--- config.mk ---
export PLATFORM = sky130hd
export DESIGN_NAME = dds_wave_gen
export DESIGN_NICKNAME = d
export VERILOG_FILES = /design/src/rtl/dds_wave_gen.sv
export SDC_FILE = /design/constraint.sdc
export NUM_CORES = 1
export LEC_CHECK = 0
export ABC_AREA = 1
export ABC_CLOCK_PERIOD_IN_PS = 8800
export CAP_MARGIN = 20
export CORE_ASPECT_RATIO = 0.5
export CORE_MARGIN = 10
export CORE_UTILIZATION = 30
export DETAILED_ROUTE_END_ITERATION = 6
export PLACE_DENSITY = 0.49
export SLEW_MARGIN = 20
export SYNTH_ARGS = -nofsm -noshare
export SYNTH_HDL_FRONTEND = slang
export SYNTH_SLANG_ARGS = --single-unit
--- constraint.sdc ---
create_clock -name dds_clk_i -period 8.8 [get_ports dds_clk_i]
set_clock_uncertainty 0.05 [all_clocks]
set_input_delay 1.32 -clock dds_clk_i [delete_from_list [all_inputs] [get_ports dds_clk_i]]
set_output_delay 1.32 -clock dds_clk_i [all_outputs]
set_load 0.03 [all_outputs]
--- src/rtl/dds_wave_gen.sv ---
// rtl/dds_wave_gen.sv - per-sample DDS waveform generator: phase/LFSR issue, source select, gain, offset, saturate
module dds_wave_gen #(
  parameter int DATA_WIDTH     = 32,
  parameter int WAVE_WIDTH     = 16,
  parameter int LUT_ADDR_WIDTH = 8
) (
  input  logic                         dds_clk_i,
  input  logic                         dds_rst_i,
  input  logic                         enable_i,
  input  logic                         sync_i,
  input  logic [1:0]                   dds_src_i,
  input  logic [DATA_WIDTH-1:0]        tuning_word_i,
  input  logic [DATA_WIDTH-1:0]        gain_word_i,
  input  logic [DATA_WIDTH-1:0]        offset_word_i,
  output logic [LUT_ADDR_WIDTH-1:0]    lut_addr_o,
  input  logic signed [WAVE_WIDTH-1:0] sine_data_i,
  input  logic signed [WAVE_WIDTH-1:0] user_data_i,
  output logic signed [WAVE_WIDTH-1:0] wave_o,
  output logic                         valid_o
);

  localparam int W = WAVE_WIDTH;
  localparam logic [W-1:0] LFSR_SEED = W'(16'hACE1);
  localparam logic [W-1:0] LFSR_TAPS = W'(16'hB400);

  typedef enum logic [1:0] {SRC_SINE = 2'd0, SRC_SAW = 2'd1, SRC_RAND = 2'd2, SRC_USER = 2'd3} src_t;

  logic [DATA_WIDTH-1:0] phase;
  logic [W-1:0]          lfsr;
  logic [W-1:0]          lfsr_next;
  logic                  issue;

  // Per-sample config and source candidates travel down the pipe with the valid tag
  logic                  v1, v2, v3, v4;
  src_t                  src1, src2;
  logic [W-1:0]          gain1, gain2, gain3;
  logic [W-1:0]          off1, off2, off3, off4;
  logic [W-1:0]          saw1, saw2, rnd1, rnd2;
  logic signed [W-1:0]   raw3;
  logic signed [W-1:0]   raw_sel;
  logic signed [W+2:0]   scaled4;

  logic signed [2*W:0]   raw_ext;
  logic signed [2*W:0]   gain_ext;
  logic signed [2*W:0]   prod;
  logic [W+3:0]          sum;
  logic                  ovf;
  logic [W-1:0]          sat;
  logic                  unused_bits;

  assign issue     = enable_i & ~sync_i;
  assign lfsr_next = (lfsr >> 1) ^ (lfsr[0] ? LFSR_TAPS : '0);

  always_comb begin
    raw_sel = '0;
    case (src2)
      SRC_SINE: raw_sel = sine_data_i;
      SRC_SAW:  raw_sel = $signed(saw2);
      SRC_RAND: raw_sel = $signed(rnd2);
      SRC_USER: raw_sel = user_data_i;
      default:  raw_sel = '0;
    endcase
  end

  // Full-width signed x unsigned product; the slice below is the floor shift by W-2
  assign raw_ext  = {{(W+1){raw3[W-1]}}, raw3};
  assign gain_ext = {{(W+1){1'b0}}, gain3};
  assign prod     = raw_ext * gain_ext;

  assign sum = {scaled4[W+2], scaled4} + {{4{off4[W-1]}}, off4};
  assign ovf = ~((&sum[W+3:W-1]) | ~(|sum[W+3:W-1]));
  assign sat = ovf ? (sum[W+3] ? {1'b1, {(W-1){1'b0}}} : {1'b0, {(W-1){1'b1}}}) : sum[W-1:0];

  assign unused_bits = ^{gain_word_i[DATA_WIDTH-1:W], offset_word_i[DATA_WIDTH-1:W], prod[W-3:0]};

  always_ff @(posedge dds_clk_i or posedge dds_rst_i) begin
    if (dds_rst_i) begin
      phase      <= '0;
      lfsr       <= LFSR_SEED;
      lut_addr_o <= '0;
      v1 <= 1'b0; v2 <= 1'b0; v3 <= 1'b0; v4 <= 1'b0;
      src1 <= SRC_SINE; src2 <= SRC_SINE;
      gain1 <= '0; gain2 <= '0; gain3 <= '0;
      off1 <= '0; off2 <= '0; off3 <= '0; off4 <= '0;
      saw1 <= '0; saw2 <= '0; rnd1 <= '0; rnd2 <= '0;
      raw3    <= '0;
      scaled4 <= '0;
      wave_o  <= '0;
      valid_o <= 1'b0;
    end else begin
      if (sync_i) begin
        phase <= '0;
        lfsr  <= LFSR_SEED;
      end else if (enable_i) begin
        lut_addr_o <= phase[DATA_WIDTH-1 -: LUT_ADDR_WIDTH];
        phase      <= phase + tuning_word_i;
        lfsr       <= lfsr_next;
      end

      v1 <= issue;
      if (issue) begin
        src1  <= src_t'(dds_src_i);
        gain1 <= gain_word_i[W-1:0];
        off1  <= offset_word_i[W-1:0];
        saw1  <= {~phase[DATA_WIDTH-1], phase[DATA_WIDTH-2 -: W-1]};
        rnd1  <= lfsr;
      end

      // Drain stages advance every clock regardless of enable
      v2 <= v1; src2 <= src1; gain2 <= gain1; off2 <= off1; saw2 <= saw1; rnd2 <= rnd1;
      v3 <= v2; raw3 <= raw_sel; gain3 <= gain2; off3 <= off2;
      v4 <= v3; scaled4 <= prod[2*W:W-2]; off4 <= off3;

      valid_o <= v4;
      if (v4) wave_o <= $signed(sat);
    end
  end

endmodule

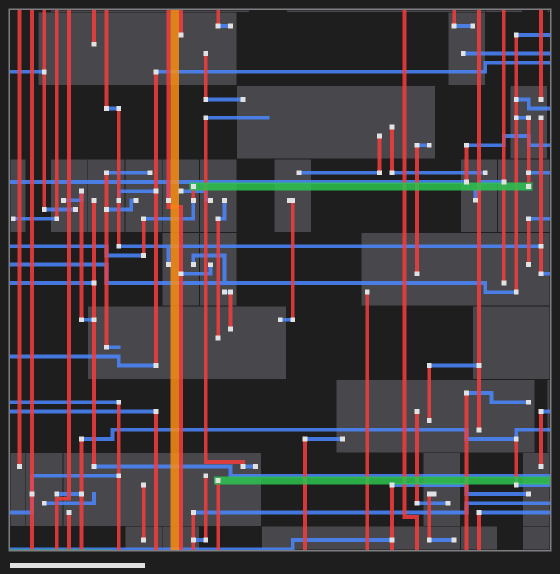
*Zoomed window, run 1*
Scale bar: 5 um. Region (286, 146) to (306, 166) um. Cells in grey, sequential cells in the stronger grey; small squares are vias.
Red is met2. Orange is met4. Blue is met1. Green is met3.
Sequential cells in the window: 0. 20 logic cells have their middle in the window. Most frequent: inv_1 (8), nand2_1 (6), fa_1 (6).

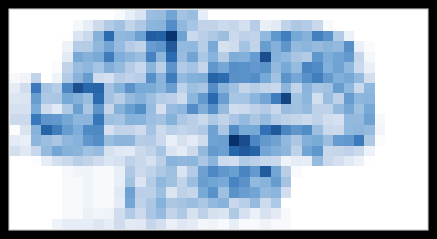
*Signal metal coverage by tile, run 1*
The die is cut into 40 by 21 equal tiles; white is low, dark blue is high, scaled to the fullest tile. Values are wire area over tile area, all layers added.
The mean over all tiles is 0.10. The emptiest ninth of the die: south-east. The fullest tile reaches 0.40. 17% of the tiles are over half the peak. 29% of the tiles are nearly empty.
DR vias: 15,889
final WL: 55.4 mm

==> summary.txt, run 1 <==
impl run done, here's what came out: Clock buffer cells=roughly 41, Core ar.=69,300 um^2, final instance area=24,200 um^2, biggest registers after layout=phase: 32 flops, scaled4: 19 flops, met2 wire len=26.0 mm, XOR/XNOR Area Share=0.0158, Final setup viols=0, initial antenna violation count=3, actual slew at the worst max-slew pin=1150 ps, Post-Synth Simple-Gate Area=0.187, number of non-clock inverters=~470, reg-to-reg startpoint=raw3[3], number of routed nets with antenna violations=0, CP Capture Type=register, status=complete, no violations, H-tree depth=1, Unique cell types=between 40 and 50, Overflow after GRT=0, CP dominant cell by count=fa_1
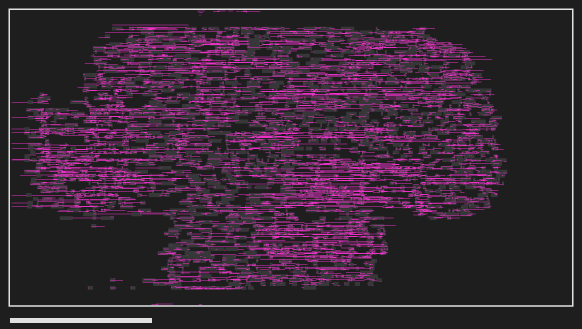
*Metal 1, run 1*
Scale bar: 100 um.
The wires run mostly horizontal. 2,871 nets have wire on it. The layer holds 48% of the routed length. The longest straight run is 72.7 um. The layer carries 26.5 mm of wire.
GR Util met1: 0.186

[run 1: cells in the final DEF (no fill, tap or decap), types with 4 or more instances in the layout]
cell	instances
clkinv_2	9
nor2_1	139
dfstp_2	8
xnor2_1	11
nand3_1	61
inv_1	466
o21a_1	8
nor4_1	6
nor3_1	14
clkbuf_16	31
nand2_1	707
xor2_1	27
fa_1	195
a21oi_1	123
clkbuf_1	7
dfrtp_1	277
buf_4	5
a21o_1	7
or2_2	8
o21ai_0	92
clkdlybuf4s50_1	126
a31oi_1	4
o31ai_1	4
nand4_1	29
o22ai_1	10
ha_1	169
o21bai_1	7
### Wiring by layer, run 1

Scale bar: 100 um. Two of the layers only.
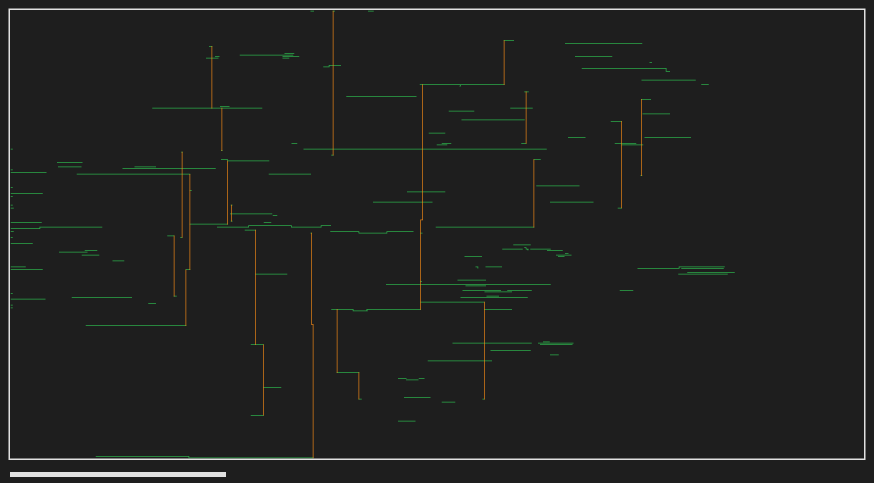

==> run 2: changes to the inputs <==
- ABC_CLOCK_PERIOD_IN_PS: 8800 -> 4900
- clock period: 8.8 -> 4.9 ns (I/O delays scaled with it)
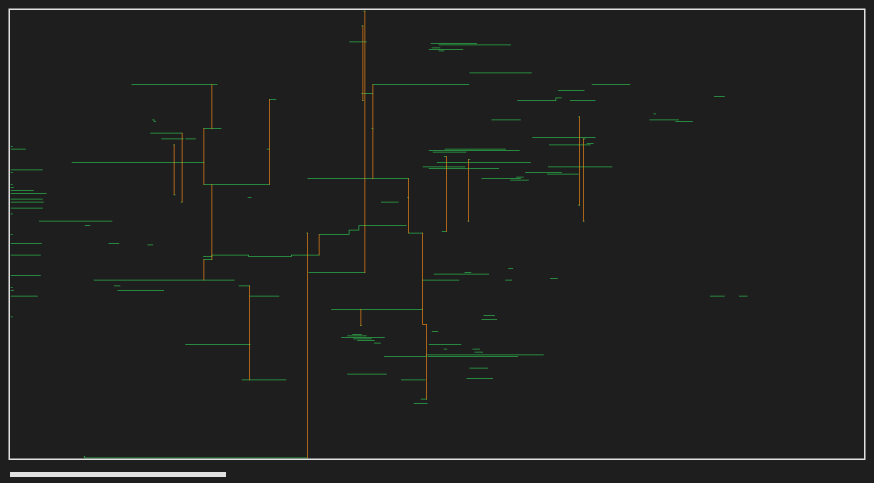
*Wiring by layer, run 2*
Scale bar: 100 um. Two of the layers only.
Green is met3, wire length 1,780 um. Orange is met4, wire length 795 um.
Total GRT Usage: 0.135
final WL: 55.8 mm

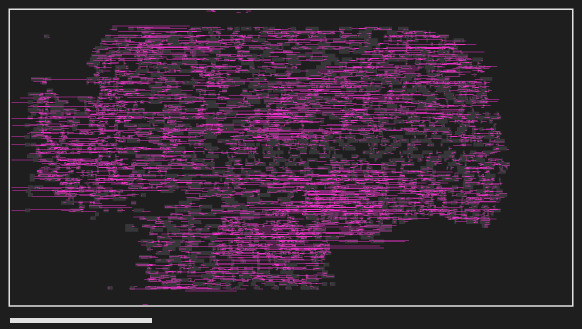
*Metal 1, run 2*
Scale bar: 100 um.
The wires run mostly horizontal. 3,003 nets have wire on it. The layer carries 26.8 mm of wire. The layer holds 48% of the routed length.
GR Util met1: 0.186
DR vias: 16,228

==> run 2 against run 1 <==
Register-to-register slack got worse by 3200 ps; first-iteration DRC count fell by 17%; cell area rose by 7.5%; fmax rose by 14%; flip-flop count did not move; area after synthesis did not move; synthesized cell count did not move; the run now ends with setup timing left; worst setup slack got worse by 3200 ps; utilization rose by 2.6 points.
==> summary.txt, run 2 <==
impl run done, here's what came out: status=complete, but fails checks, violated checks=setup timing, number of routed nets with antenna violations=0, met2 wire len=26.5 mm, final worst slack=-368 ps, Post-Synth Simple-Gate Area=0.187, XOR/XNOR Area Share=0.0158, reg-to-reg startpoint=gain3[6], Overflow after GRT=0, CP Capture Type=register, initial antenna violation count=2, Final setup viols=19, Unique cell types=45
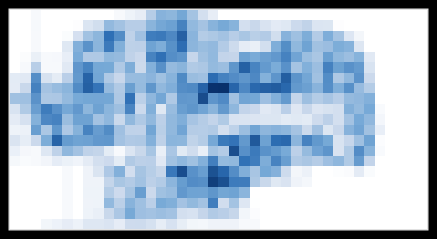
*Signal metal coverage by tile, run 2*
The die is cut into 40 by 21 equal tiles; white is low, dark blue is high, scaled to the fullest tile. Values are wire area over tile area, all layers added.
28% of the tiles are nearly empty. The mean over all tiles is 0.10. The emptiest ninth of the die: south-east. 21% of the tiles are over half the peak. The fullest tile reaches 0.38.
DR WL/cell: 15.2 um

-- run 2: area by class of cell --
cell class                      instances  share of cell area
Antenna cell                            2            0.000192
Clock buffer                           41              0.0315
Multi-Input combinational cell       1657               0.473
Timing Repair Buffer                  274               0.102
Sequential cell                       285               0.275
Tap cell                              945              0.0454
Inverter                              469              0.0678
Clock inverter                          9             0.00586
-- run 2: worst max-delay path, delay by kind of cell (launching register included) --
kind,cells,cell delay [ps]
fa+ha+maj,7,3220
simple gates,6,950
buf+inv,6,550
flops,1,400
-- run 2: per-stage QoR --
step                setup TNS, ps
detailed placement          -7900
floorplan                    -668
finish                      -5290
global route                -9120
global placement            -7140
CTS                         -5480
### Zoomed window, run 2

Scale bar: 5 um. Region (286, 146) to (306, 166) um. Cells in grey, sequential cells in the stronger grey; small squares are vias.
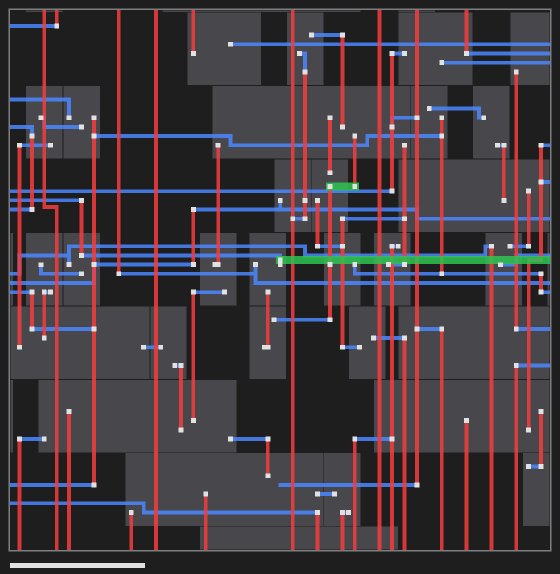

==> run 3: changes to the inputs <==
- CORE_MARGIN: 10 -> default
- CTS_CLUSTER_SIZE: default -> 30
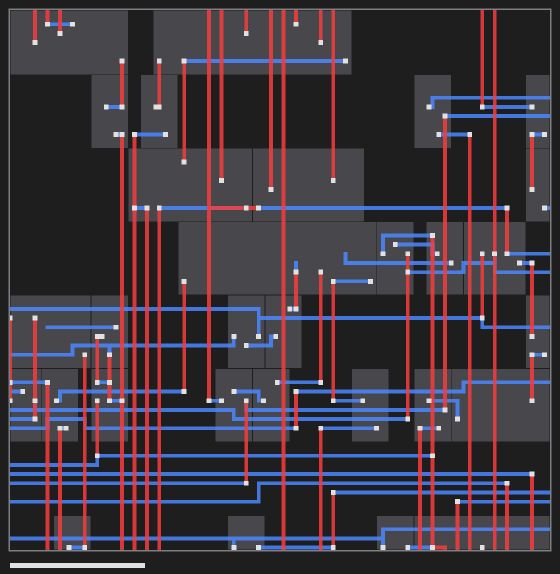
*Zoomed window, run 3*
Scale bar: 5 um. Region (273, 132) to (293, 152) um. Cells in grey, sequential cells in the stronger grey; small squares are vias.
Red is met2. Blue is met1.
Most frequent: inv_1 (10), nand2_1 (5), fa_1 (3). Sequential cells in the window: 0. 23 logic cells have their middle in the window.

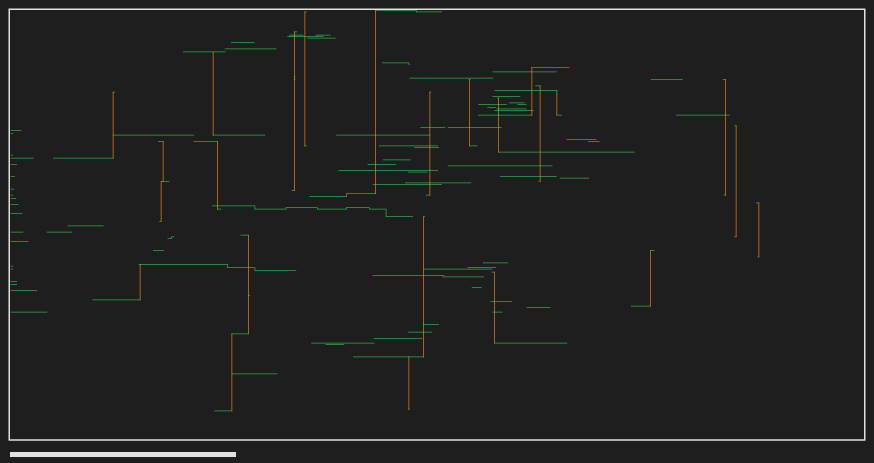
*Wiring by layer, run 3*
Scale bar: 100 um. Two of the layers only.
Green is met3, wire length 1,550 um. Orange is met4, wire length 873 um.
Total GRT Usage: 0.158
DR vias: 16,400
DR WL/cell: 15.0 um
final WL: 55.4 mm

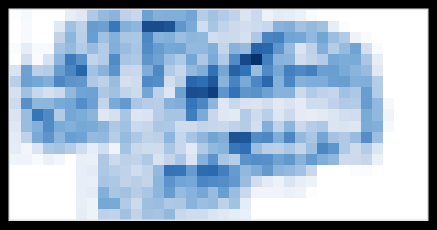
*Signal metal coverage by tile, run 3*
The die is cut into 38 by 19 equal tiles; white is low, dark blue is high, scaled to the fullest tile. Values are wire area over tile area, all layers added.
The emptiest ninth of the die: south-east. 19% of the tiles are over half the peak. The densest ninth of the die: north. 23% of the tiles are nearly empty.

==> run 3 against run 2 <==
The run still ends with setup timing left; non-clock buffer count rose by 11; first-iteration DRC count rose by 0.22%; sequential share of layout area fell by 0.31 points; synthesized cell count did not move; register-to-register slack improved by 20 ps; utilization rose by 0.51 points; worst hold slack improved by 1.5 ps; via count rose by 1.1%; cell count rose by 0.41%; global-route usage rose by 2.3 points.
==> summary.txt, run 3 <==
impl run done, here's what came out: status=complete, but fails checks, violated checks=setup timing, Unique cell types=45, buffers outside the clock class=about 290, setup TNS=-4980 ps, met2 wire len=25.5 mm, Top Layout Cells=nand2_1 (686), inv_1 (451), dfrtp_1 (262), fa_1 (189), ha_1 (152), reg-to-reg startpoint=raw3[4], Logic Gate Count=roughly 1,700, Clock buffer cells=between 40 and 50, number of diodes=1, delay-heaviest family, CP=adder cells, H-tree depth=1, Commonest Layout Cell=nand2_1, final instance area=26,400 um^2, Buffers & Inverters on Critical Path=6, Overflow after GRT=0, sequential cell area share=0.272, final worst slack=-353 ps, registers=285, actual slew at the worst max-slew pin=about 1100 ps, Tapcells=between 900 and 1,000, GR Util met1=0.231, cell depth of the worst setup path=22, Final setup viols=19, initial antenna violation count=1
run 3: cell counts after synthesis:
Identical to the previous run, type by type.
run 3: cell families after synthesis:
family                   Yosys count  synth area share
multiplexers                       2           0.00107
adder cells (fa/ha/maj)          364             0.285
XOR/XNOR                          38            0.0158
AND/OR/NAND/NOR                  984             0.187
flip-flops                       285             0.338
AND-OR/OR-AND                    269            0.0700
buffers and inverters            562             0.102
run 3: worst min path at each step:
stage                          from        end  slack (ps)  depth (start not counted)
final                     gain2[15]  gain3[15]         300                          0
after global routing       off3[15]   off4[15]         300                          0
after CTS                 gain2[15]  gain3[15]         300                          0
after detailed placement  gain2[15]  gain3[15]         280                          0
after global placement           v2         v3         280                          0
after floorplan            gain2[0]   gain3[0]         280                          0
